$ cat config.mk
export PLATFORM = sky130hd
export DESIGN_NAME = register_mode_cfg
export DESIGN_NICKNAME = d
export VERILOG_FILES = /design/src/rtl/register_mode_cfg.sv
export SDC_FILE = /design/constraint.sdc
export NUM_CORES = 1
export LEC_CHECK = 0
export CAP_MARGIN = 20
export CORE_MARGIN = 3
export CORE_UTILIZATION = 44
export DETAILED_ROUTE_END_ITERATION = 8
export GPL_ROUTABILITY_DRIVEN = 0
export HOLD_SLACK_MARGIN = 0.08
export PLACE_DENSITY_LB_ADDON = 0.08
export SKIP_CTS_REPAIR_TIMING = 1
export SLEW_MARGIN = 20
export SYNTH_ARGS = -nofsm -noshare
export SYNTH_HDL_FRONTEND = slang
export SYNTH_SLANG_ARGS = --single-unit
export TNS_END_PERCENT = 1
$ cat constraint.sdc
create_clock -name CLK -period 2.1 [get_ports CLK]
set_clock_uncertainty 0.2 [all_clocks]
set_input_delay 0.21 -clock CLK [delete_from_list [all_inputs] [get_ports CLK]]
set_output_delay 0.21 -clock CLK [all_outputs]
set_load 0.01 [all_outputs]
$ cat src/rtl/register_mode_cfg.sv
// register_mode_cfg: config-bus endpoint for a bank of RegisterMode lanes.
// Takes single-beat read/write requests over valid/ready. Holds the per-lane mode and
// const_ registers, emits one-cycle config_we/config_data pulses into the lanes, and
// returns read data and error status over a valid/ready response channel.
// Optional feature macro: REGISTER_MODE_CFG_PARITY_EN adds an even-parity check on requests.
module register_mode_cfg #(
    parameter int unsigned NUM_LANES  = 4,
    parameter int unsigned WIDTH      = 4,
    parameter int unsigned ADDR_WIDTH = 4
) (
    input  logic                        CLK,
    input  logic                        ASYNCRESETN,
    input  logic                        cfg_valid,
    output logic                        cfg_ready,
    input  logic                        cfg_write,
    input  logic [ADDR_WIDTH-1:0]       cfg_addr,
    input  logic [WIDTH-1:0]            cfg_wdata,
`ifdef REGISTER_MODE_CFG_PARITY_EN
    input  logic                        cfg_parity,
`endif
    output logic                        rsp_valid,
    input  logic                        rsp_ready,
    output logic [WIDTH-1:0]            rsp_rdata,
    output logic                        rsp_err,
    input  logic [NUM_LANES*WIDTH-1:0]  lane_value,
    output logic [2*NUM_LANES-1:0]      mode,
    output logic [NUM_LANES*WIDTH-1:0]  const_,
    output logic [NUM_LANES-1:0]        config_we,
    output logic [WIDTH-1:0]            config_data
);

    localparam logic [1:0] FieldMode  = 2'd0;
    localparam logic [1:0] FieldConst = 2'd1;
    localparam logic [1:0] FieldReg   = 2'd2;

    typedef enum logic [0:0] {StIdle, StResp} state_e;

    state_e state_q, state_d;

    logic [2*NUM_LANES-1:0]     mode_q;
    logic [NUM_LANES*WIDTH-1:0] const_q;
    logic [NUM_LANES-1:0]       config_we_q;
    logic [WIDTH-1:0]           config_data_q;
    logic [WIDTH-1:0]           rsp_rdata_q;
    logic                       rsp_err_q;

    logic [ADDR_WIDTH-3:0]      req_lane;
    logic [1:0]                 req_field;
    logic [NUM_LANES-1:0]       lane_sel;
    logic                       lane_ok;
    logic                       parity_err;
    logic                       req_err;
    logic                       accept;
    logic                       do_write;
    logic [WIDTH-1:0]           rd_data;

    // Request decode: lane one-hot select, error classification and read mux.
    always_comb begin
        req_lane  = cfg_addr[ADDR_WIDTH-1:2];
        req_field = cfg_addr[1:0];
        lane_sel  = '0;
        for (int unsigned i = 0; i < NUM_LANES; i++) begin
            lane_sel[i] = (32'(req_lane) == i);
        end
        // An address beyond the populated lanes selects nothing.
        lane_ok = |lane_sel;
`ifdef REGISTER_MODE_CFG_PARITY_EN
        parity_err = (cfg_parity != (^{cfg_write, cfg_addr, cfg_wdata}));
`else
        parity_err = 1'b0;
`endif
        req_err = !lane_ok
                || (req_field == 2'd3)
                || (cfg_write && (req_field == FieldMode) && (cfg_wdata[1:0] == 2'b11))
                || parity_err;
        accept   = cfg_valid && (state_q == StIdle);
        do_write = accept && cfg_write && !req_err;

        rd_data = '0;
        for (int unsigned i = 0; i < NUM_LANES; i++) begin
            if (lane_sel[i]) begin
                case (req_field)
                    FieldMode:  rd_data[1:0] = mode_q[2*i +: 2];
                    FieldConst: rd_data      = const_q[i*WIDTH +: WIDTH];
                    FieldReg:   rd_data      = lane_value[i*WIDTH +: WIDTH];
                    default:    rd_data      = '0;
                endcase
            end
        end
    end

    // FSM state register.
    always_ff @(posedge CLK or negedge ASYNCRESETN) begin
        if (!ASYNCRESETN) begin
            state_q <= StIdle;
        end else begin
            state_q <= state_d;
        end
    end

    // FSM next state: one request in flight, released by the response handshake.
    always_comb begin
        state_d = state_q;
        case (state_q)
            StIdle:  if (cfg_valid) state_d = StResp;
            StResp:  if (rsp_ready) state_d = StIdle;
            default: state_d = StIdle;
        endcase
    end

    // FSM outputs.
    always_comb begin
        cfg_ready = (state_q == StIdle);
        rsp_valid = (state_q == StResp);
    end

    // Response payload captured at accept and held until the handshake.
    always_ff @(posedge CLK or negedge ASYNCRESETN) begin
        if (!ASYNCRESETN) begin
            rsp_rdata_q <= '0;
            rsp_err_q   <= 1'b0;
        end else if (accept) begin
            rsp_err_q   <= req_err;
            rsp_rdata_q <= (req_err || cfg_write) ? '0 : rd_data;
        end
    end

    // Per-lane mode and const_ registers.
    always_ff @(posedge CLK or negedge ASYNCRESETN) begin
        if (!ASYNCRESETN) begin
            mode_q  <= '0;
            const_q <= '0;
        end else if (do_write) begin
            for (int unsigned i = 0; i < NUM_LANES; i++) begin
                if (lane_sel[i]) begin
                    if (req_field == FieldMode) begin
                        mode_q[2*i +: 2] <= cfg_wdata[1:0];
                    end
                    if (req_field == FieldConst) begin
                        const_q[i*WIDTH +: WIDTH] <= cfg_wdata;
                    end
                end
            end
        end
    end

    // Lane write strobe: self-clearing, so it lasts exactly the first response cycle.
    always_ff @(posedge CLK or negedge ASYNCRESETN) begin
        if (!ASYNCRESETN) begin
            config_we_q   <= '0;
            config_data_q <= '0;
        end else begin
            config_we_q <= '0;
            if (do_write && (req_field == FieldReg)) begin
                config_we_q   <= lane_sel;
                config_data_q <= cfg_wdata;
            end
        end
    end

    assign rsp_rdata   = rsp_rdata_q;
    assign rsp_err     = rsp_err_q;
    assign mode        = mode_q;
    assign const_      = const_q;
    assign config_we   = config_we_q;
    assign config_data = config_data_q;

endmodule

Figure 1. Supply network (run 1).
Pins as bars on the die edge.
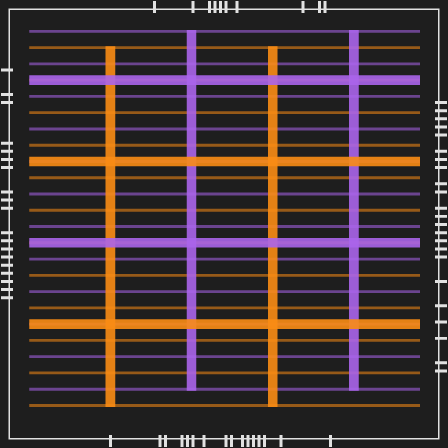
- VDD: purple
- VSS: orange
- rows: 23
- met1 rails: 24
height of the die: 71.6 um
horizontal die dimension: 71.6 um
core area: 0.00409 mm2
Worst VDD drop: 0.349 mV

Figure 2. M1 wires (run 1).
Supply wires on this layer in gray.
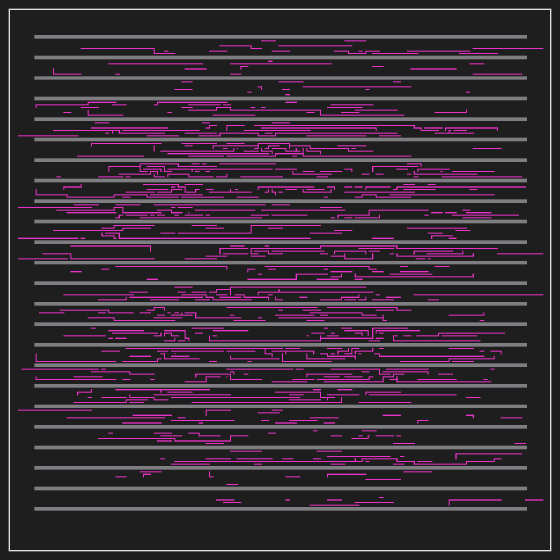
- longest straight run: 25.3 um
- share of all routed wire: 44%
- nets with wire on the layer: 230

Figure 3. Gate-type map (run 1).
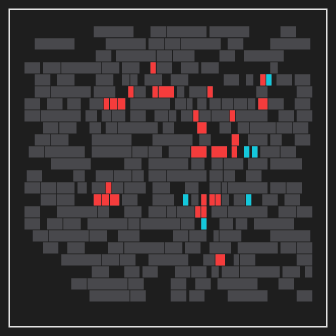
- inv cells: cyan (cells 6; where east)
- nand cells: red (cells 27)

==> flow_metrics.py, run 1 <==
# Metrics from the implementation run
metrics = {
    "clock_tree": {
        "cts.root.buffer_cell": "sky130_fd_sc_hd__clkbuf_8",
        "clock_path_buffers": 2,
        "cts_num_sinks": 38,
        "htreeDepth": 2,
        "numCtsBuffers": 5,
        "worst_skew_pair.late_latency_ns": 0.29,
        "clk_pin_slew_ns": 0.07,
    },
    "setup_path": {
        "worstReg2RegStart": "rsp_valid$_DFF_PN0_",
        "worst_ep_required_time_ns": 2.08,
        "cp_cell_sequence": "clkdlybuf4s50_1 -> ha_1 -> and4bb_4 -> nand3_2 -> nor2_2 -> mux2_2",
        "critical_path_arrival_ns": 2.00,
        "crit_path_max_fanout": 4,
        "timing.rr.end": "const_[4]$_DFFE_PN0P_",
        "startpoint": "cfg_addr[0]",
        "worstRegToRegCells": 4,
        "critPathCapture": "const_[4]$_DFFE_PN0P_",
        "crit_path_start_kind": "primary input",
        "timing.critical_path.slowest_stage_cell": "sky130_fd_sc_hd__clkdlybuf4s50_1",
        "timing.reg2reg.setup_slack_ns": 0.22,
    },
    "detailed_routing": {
        "route.vias.total": 1659,
        "ant_nets": 0,
        "routed_wire_length_per_instance_um": 18.4,
        "drt-total-wl_mm": 5.44,
        "drt_first_iter_violations": 131,
        "drc_errors": 0,
    },
    "power_and_ir_drop": {
        "power_top_consumer": "sequential cells",
        "seq-power_uw": 904,
        "p_leak_uw": 0.00124,
        "power.net_switching_uw": 543,
        "power_density_mw_per_mm2": 717,
        "clockPowerShare_pct": 28.4,
        "p_int_uw": 1500,
        "swShare_pct": 26.5,
        "power_frac_comb_pct": 27.4,
        "pg_comb_uw": 561,
        "power.share.sequential_pct": 44.2,
        "finalPower_uw": 2050,
    },
    "logic_synthesis": {
        "aoi_share_pct": 12.7,
        "syn-mean-instance-area_um2": 11.8,
        "yosys.area_share.adder_pct": 2.65,
        "synth.cells.most_frequent": "sky130_fd_sc_hd__dfrtp_1, sky130_fd_sc_hd__mux2_2, sky130_fd_sc_hd__nand2_1",
        "syn-instance-count": 161,
        "enable_flop_cells": 0,
        "basic_gate_share_of_the_synthesized_area_counting_and_or_nand_and_nor_cells_pct": 13.0,
        "syn-cell-area_mm2": 0.00189,
        "yosys.cell_count.top_type": "sky130_fd_sc_hd__dfrtp_1",
        "async_reset_ff_share_pct": 100,
        "ys_seq_elements": 38,
        "post_synth_num_cell_types": 39,
        "synth_nets": 194,
        "top_area_cell": "sky130_fd_sc_hd__dfrtp_1",
        "synth.top_cell.area_share_pct": 50.3,
    },
    "cells_and_area": {
        "final_nets": 278,
        "non_clock_inverter_count": 6,
        "seq_cells": 38,
        "signal_buffers": 86,
        "mi_logic_area_um2": 875,
        "layout.clock_buffers": 8,
        "final_layout_size_suffix_gt1_share_pct": 26.8,
        "comb_area_share_pct": 30.6,
        "final_design_area_no_fill_mm2": 0.00286,
        "largestClassByArea": "flip-flops and latches",
        "layout.clock.cell_area_share_pct": 3.85,
        "largest_register_ffs": 16,
        "area.sequential_um2": 951,
        "fillerInstances": 313,
    },
    "timing": {
        "hold_viol_final": 0,
        "final_min_period_over_clock_period_pct": 96.5,
        "setup_ws_ns": 0.0738,
        "worst_hold_slack_ns": 0.285,
        "layout_min_cycle_time_ns": 2.03,
        "setup-violations-final": 0,
        "rsz_0062_raised_after_global_routing": "no",
        "relative_slew_slack_pct": 43.5,
        "worst_slew_pin_slew_ns": 0.847,
        "report.final.slew_viol_count": 0,
    },
    "worst_hold_path": {
        "worst_hold_launch": "rsp_ready",
        "hold_depth": 2,
        "hold-path-endpoint": "rsp_valid$_DFF_PN0_",
    },
    "floorplan": {
        "die-area_mm2": 0.00512,
        "floorplanUtilization_pct": 46.3,
        "tap_cell_count": 50,
        "rows": 23,
    },
    "global_route": {
        "wire_length_of_the_first_global_routing_pass_mm": 8.88,
        "grt_antenna_before_repair": 0,
        "globalRoute.totalOverflow": 0,
    },
    "place": {
        "dp_slack_ns": -0.218,
        "port-buffer-count": 67,
        "place_area_mm2": 0.00274,
        "dp_hpwl_mm": 4.04,
    },
    "status": {
        "status": "completed",
    },
    "run": {
        "warnings": 29,
    },
}
[run 1: per-stage QoR]
stage                     TNS, ns  instances
after floorplan                 0        161
final                           0        296
after CTS                       0        295
after global routing            0        296
after detailed placement    -3.21        287
after global placement      -2.65        287
[run 1: per-layer routing]
layer  vias up  track usage (%)  share of wire, %
li1        760                -                 -
met1       804             31.4                44
met2        84             35.2                47
met3        11             5.47               7.4
met4         0             7.31               1.6
met5         -                0                 0
[run 1: critical path: cells and delay by family]
kind,cells,cell delay (ns)
muxes,1,0.37
adders and majority gates,1,0.23
buffers and inverters,1,0.46
and+or+nand+nor,3,0.74
--- run 2 (diff from run 1) ---
--- a/config.mk
+++ b/config.mk
@@ -12,6 +12,7 @@
 export GPL_ROUTABILITY_DRIVEN = 0
 export HOLD_SLACK_MARGIN = 0.08
 export PLACE_DENSITY_LB_ADDON = 0.08
+export SETUP_SLACK_MARGIN = 0.05
 export SKIP_CTS_REPAIR_TIMING = 1
 export SLEW_MARGIN = 20
 export SYNTH_ARGS = -nofsm -noshare
Figure 4. Register map, names as in the netlist (run 2).
Other sequential cells in the stronger gray, the rest of the logic in the fainter gray.
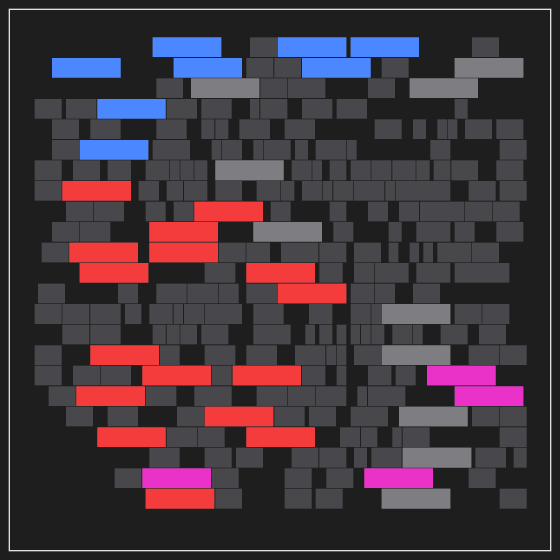
- mode: blue (sequential cells 8)
- config_data: magenta (sequential cells 4)
- const_: red (sequential cells 16)
- not colored: 10

Figure 5. M1 wires (run 2).
Supply wires on this layer in gray.
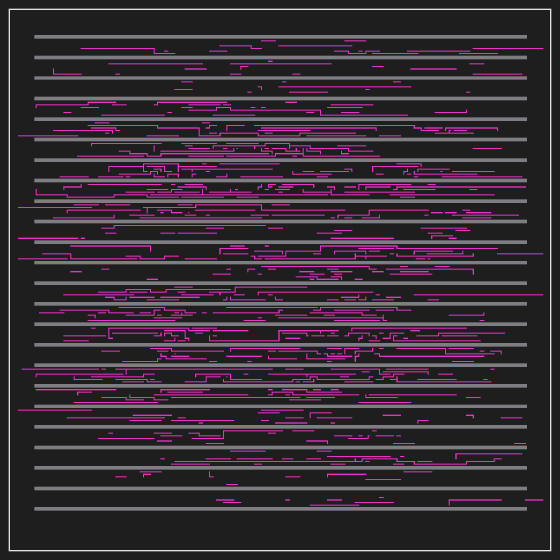
- main direction: horizontal
- longest straight run: 24.8 um

==> flow_metrics.py, run 2 <==
# Metrics from the implementation run
metrics = {
    "status": {
        "status": "completed",
    },
    "setup_path": {
        "timing.rr.end": "const_[8]$_DFFE_PN0P_",
        "cp_num_cells": 6,
        "worstReg2RegStart": "rsp_valid$_DFF_PN0_",
        "crit_path_start_kind": "primary input",
        "family_with_the_most_delay_on_the_worst_path": "simple AND/OR/NAND/NOR gates",
        "worstRegToRegCells": 4,
        "cp_cell_sequence": "clkdlybuf4s50_1 -> ha_1 -> and4bb_4 -> nand3_2 -> nor2_4 -> mux2_2",
        "crit_path_max_fanout": 4,
        "timing.critical_path.slowest_stage_cell": "sky130_fd_sc_hd__clkdlybuf4s50_1",
    },
    "floorplan": {
        "tap_cell_count": 50,
        "rows": 23,
        "floorplanUtilization_pct": 46.3,
        "die-area_mm2": 0.00512,
        "die_w_um": 71.6,
        "core_area_mm2": 0.00409,
    },
    "cells_and_area": {
        "mi_logic_area_um2": 880,
        "post_layout_nonfiller_instances": 296,
        "comb_area_share_pct": 30.7,
        "layout.clock.cell_area_share_pct": 3.85,
        "seq_cells": 38,
        "layout.clock_buffers": 8,
        "final_layout_size_suffix_gt1_share_pct": 26.8,
        "signal_buffers": 86,
        "largestClassByArea": "flip-flops and latches",
    },
    "power_and_ir_drop": {
        "power.net_switching_uw": 543,
        "clockPowerShare_pct": 28.4,
        "finalPower_uw": 2050,
        "power_frac_comb_pct": 27.4,
        "power.share.sequential_pct": 44.2,
        "seq-power_uw": 904,
        "p_int_uw": 1500,
    },
    "worst_hold_path": {
        "hold-path-endpoint": "rsp_valid$_DFF_PN0_",
        "hold_depth": 2,
    },
    "timing": {
        "report.final.slew_viol_count": 0,
        "worst_hold_slack_ns": 0.285,
        "final_min_period_over_clock_period_pct": 94.6,
        "relative_slew_slack_pct": 43.0,
        "setup-violations-final": 0,
        "layout_min_cycle_time_ns": 1.99,
        "hold_viol_final": 0,
        "rsz_0062_raised_after_global_routing": "no",
    },
    "logic_synthesis": {
        "synth_nets": 194,
        "post_synth_num_cell_types": 39,
        "basic_gate_share_of_the_synthesized_area_counting_and_or_nand_and_nor_cells_pct": 13.0,
        "syn-mean-instance-area_um2": 11.8,
        "syn-instance-count": 161,
        "yosys.cell_count.top_type": "sky130_fd_sc_hd__dfrtp_1",
        "async_reset_ff_share_pct": 100,
        "yosys.area_share.adder_pct": 2.65,
    },
    "place": {
        "port-buffer-count": 67,
        "dp_slack_ns": -0.218,
        "place_inst": 287,
        "place_area_mm2": 0.00274,
        "dp_hpwl_mm": 4.04,
    },
    "clock_tree": {
        "numCtsBuffers": 5,
        "cts_num_sinks": 38,
        "htreeDepth": 2,
    },
    "global_route": {
        "globalRoute.totalOverflow": 0,
        "global_route.usage.met3_pct": 5.47,
        "routing_layer_with_the_top_usage_in_global_route": "met2",
        "grtUsageMet1_pct": 31.4,
    },
    "detailed_routing": {
        "met3_length_um": 446,
        "drc_errors": 0,
        "drt_first_iter_violations": 104,
        "drt-total-wl_mm": 5.46,
    },
    "run": {
        "warnings": 29,
    },
}
==> run 2: cell types whose count changed in the layout (fill, tap and decap cells not counted) <==
cell and change:
sky130_fd_sc_hd__nor2_4 +1, sky130_fd_sc_hd__nor2_2 -1
==> run 2: worst max-delay path by stage <==
stage / startpoint / end / slack, ns
after CTS: cfg_addr[0] / const_[4]$_DFFE_PN0P_ / 0.09
after detailed placement: cfg_addr[0] / const_[4]$_DFFE_PN0P_ / -0.22
after global placement: cfg_addr[0] / const_[4]$_DFFE_PN0P_ / -0.17
after floorplan: rsp_valid$_DFF_PN0_ / const_[6]$_DFFE_PN0P_ / 0.33
final: cfg_addr[0] / const_[8]$_DFFE_PN0P_ / 0.11
after global routing: cfg_addr[0] / const_[11]$_DFFE_PN0P_ / 0.05
--- run 3 (diff from run 2) ---
--- a/config.mk
+++ b/config.mk
@@ -6,8 +6,10 @@
 export NUM_CORES = 1
 export LEC_CHECK = 0
 export CAP_MARGIN = 20
+export CELL_PAD_IN_SITES_DETAIL_PLACEMENT = 1
+export CELL_PAD_IN_SITES_GLOBAL_PLACEMENT = 2
 export CORE_MARGIN = 3
-export CORE_UTILIZATION = 44
+export CORE_UTILIZATION = 27
 export DETAILED_ROUTE_END_ITERATION = 8
 export GPL_ROUTABILITY_DRIVEN = 0
 export HOLD_SLACK_MARGIN = 0.08
Figure 6. Gate-type map (run 3).
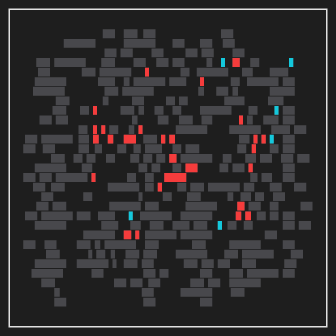
- nand cells: red (cells 27)
- inv cells: cyan (cells 6)

Figure 7. Register map, names as in the netlist (run 3).
Other sequential cells in the stronger gray, the rest of the logic in the fainter gray.
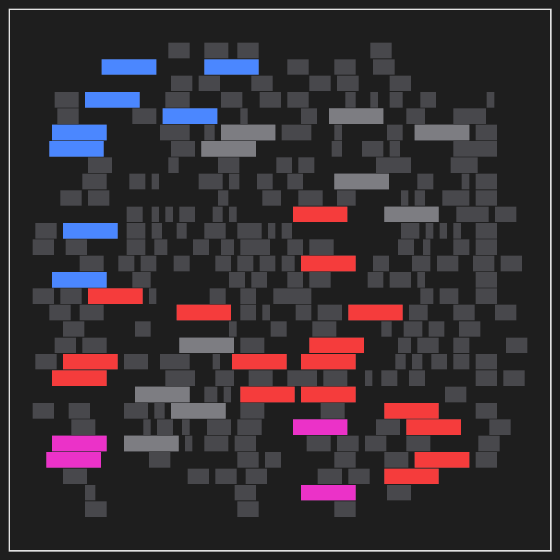
- const_: red (sequential cells 16)
- mode: blue (sequential cells 8; where north-west)
- config_data: magenta (sequential cells 4)
sequential fraction of total cell area: 31.8%
Power Sequential: 908 uW
end-of-flow core utilization: 45.5%
area taken by flip-flops and latches: 951 um2

==> flow_metrics.py, run 3 <==
# Metrics from the implementation run
metrics = {
    "power_and_ir_drop": {
        "clockPowerShare_pct": 26.1,
        "power_top_consumer": "sequential cells",
        "swShare_pct": 28.4,
        "irDropWorstVdd_mv": 0.444,
        "pg_comb_uw": 589,
        "p_int_uw": 1450,
        "power.share.sequential_pct": 44.8,
        "power_clock_uw": 529,
        "power.net_switching_uw": 576,
        "power_density_mw_per_mm2": 677,
        "power_frac_comb_pct": 29.1,
        "finalPower_uw": 2030,
    },
    "timing": {
        "rsz_0062_raised_after_global_routing": "no",
        "setup_ws_ns": 0.102,
        "final_min_period_over_clock_period_pct": 95.1,
        "layout_min_cycle_time_ns": 2.00,
        "fmax_mhz": 501,
        "worst_hold_slack_ns": 0.208,
        "relative_slew_slack_pct": 66.8,
        "hold_viol_final": 0,
        "setup-violations-final": 0,
        "report.final.slew_viol_count": 0,
        "setup-tns-final_ns": 0,
    },
    "setup_path": {
        "timing.critical_path.to_type": "register",
        "timing.critical_path.buf_inv": 2,
        "crit_path_max_incr_delay_ns": 0.46,
        "timing.critical_path.slowest_stage_cell": "sky130_fd_sc_hd__clkdlybuf4s50_1",
        "crit_path_start_kind": "primary input",
        "family_with_the_most_delay_on_the_worst_path": "simple AND/OR/NAND/NOR gates",
        "worst_ep_required_time_ns": 2.08,
        "crit_path_max_fanout": 4,
        "cp_cell_sequence": "clkdlybuf4s50_1 -> ha_1 -> and4bb_4 -> buf_4 -> and3_4 -> nand2_1 -> mux2_2",
        "critical_path_arrival_ns": 1.98,
    },
    "floorplan": {
        "boundaryPins": 68,
        "tap_cell_count": 93,
        "core_area_mm2": 0.00657,
        "floorplanUtilization_pct": 28.8,
        "die-area_mm2": 0.00805,
        "die_w_um": 89.7,
        "rows": 29,
        "die_y_um": 89.7,
    },
    "logic_synthesis": {
        "basic_gate_share_of_the_synthesized_area_counting_and_or_nand_and_nor_cells_pct": 13.0,
        "yosys.cell_count.top_type": "sky130_fd_sc_hd__dfrtp_1",
        "syn-mean-instance-area_um2": 11.8,
        "synth.cells.most_frequent": "sky130_fd_sc_hd__dfrtp_1, sky130_fd_sc_hd__mux2_2, sky130_fd_sc_hd__nand2_1",
        "seq_area_frac_synth_pct": 50.3,
        "post_synth_num_cell_types": 39,
        "yosys.area_share.adder_pct": 2.65,
        "top_cells_by_area": "sky130_fd_sc_hd__dfrtp_1, sky130_fd_sc_hd__mux2_2, sky130_fd_sc_hd__nand2_1",
        "async_reset_ff_share_pct": 100,
        "syn-cell-area_mm2": 0.00189,
        "top_area_cell": "sky130_fd_sc_hd__dfrtp_1",
        "synth_nets": 194,
        "syn-instance-count": 161,
        "ys_cells": 161,
        "ys_seq_elements": 38,
        "yosysWarnings": 0,
    },
    "place": {
        "dp_hpwl_mm": 5.27,
        "port-buffer-count": 67,
        "dp_slack_ns": -0.319,
        "place_inst": 342,
        "place_area_mm2": 0.00287,
    },
    "cells_and_area": {
        "layout.clock.cell_area_share_pct": 3.18,
        "final_nets": 290,
        "lay_top_cells": "sky130_fd_sc_hd__clkdlybuf4s50_1, sky130_fd_sc_hd__dfrtp_1, sky130_fd_sc_hd__mux2_2",
        "signal_buffers": 98,
        "seq_cells": 38,
        "post_layout_nonfiller_instances": 351,
        "layout.clock_buffers": 6,
        "comb_area_share_pct": 29.8,
        "mi_logic_area_um2": 892,
        "non_clock_inverter_count": 6,
        "nMultiInputCombCells": 108,
        "layout.nonclk_buf_share_pct": 30.5,
        "final_layout_size_suffix_gt1_share_pct": 31.0,
        "most_common_logic_cell_in_the_routed_design": "sky130_fd_sc_hd__clkdlybuf4s50_1",
        "largest_register_ffs": 16,
        "largestClassByArea": "flip-flops and latches",
    },
    "global_route": {
        "globalRoute.totalOverflow": 0,
        "routing_layer_with_the_top_usage_in_global_route": "met2",
        "grtUsageMet1_pct": 20.7,
        "grt_antenna_before_repair": 0,
        "global_route.usage.met3_pct": 4.17,
        "vias_in_the_first_global_route": 1929,
        "grt_max_degree": 23,
    },
    "detailed_routing": {
        "routed_wire_length_per_instance_um": 18.6,
        "detail_route.first_pass.iterations": 6,
        "drc_errors": 0,
        "drt_first_iter_violations": 77,
        "ant_nets": 0,
        "met1_length_mm": 2.84,
        "top_signal_layer_used": "met4",
        "route.vias.total": 1700,
        "detailroute.wirelength.met2_mm": 3.26,
        "drt-total-wl_mm": 6.54,
        "met3_length_um": 376,
    },
    "status": {
        "status": "completed",
    },
    "clock_tree": {
        "cts_num_sinks": 38,
        "htreeDepth": 2,
        "cts_tree": "done",
        "numCtsBuffers": 5,
        "clk_pin_slew_ns": 0.07,
    },
    "run": {
        "warnings": 29,
    },
    "worst_hold_path": {
        "hold_path_class": "primary input to asynchronous set/reset pin",
    },
}
run 3: cell counts after synthesis:
Identical to the previous run, type by type.
run 3: worst paths after layout:
path                                      from                         end  slack [ns]  cells past startpoint
setup reg to reg           rsp_valid$_DFF_PN0_         mode[4]$_DFFE_PN0P_        0.28                      5
hold reg to reg            rsp_err$_DFFE_PN0P_         rsp_err$_DFFE_PN0P_        0.30                      2
min in group CLK                     rsp_ready         rsp_valid$_DFF_PN0_        0.29                      2
setup / recovery                   cfg_addr[0]         mode[4]$_DFFE_PN0P_        0.10                      7
hold / removal                     ASYNCRESETN  config_data[1]$_DFFE_PN0P_        0.21                      2
max in group asynchronous          ASYNCRESETN    rsp_rdata[0]$_DFFE_PN0P_        0.93                      3

==> screenshots <==
Clock routing.
picture 1
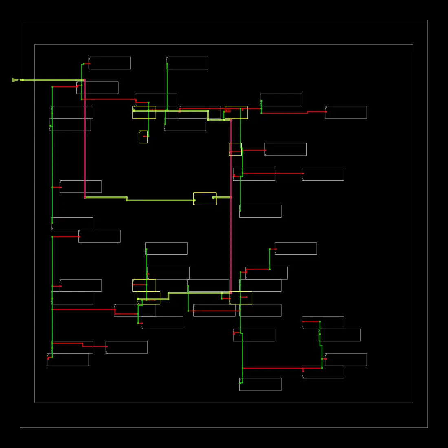
picture 2
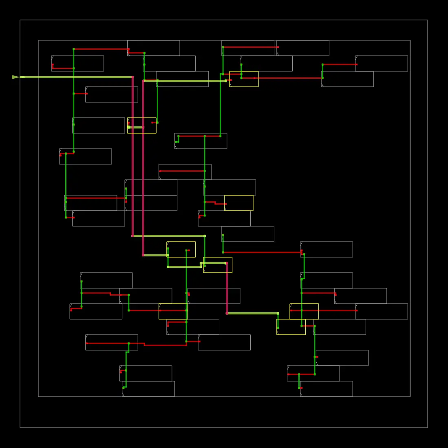
Picture 1 is run 3.
Picture 2 is run 1.

No activity file was given, so power comes from the tool's default toggle rates.
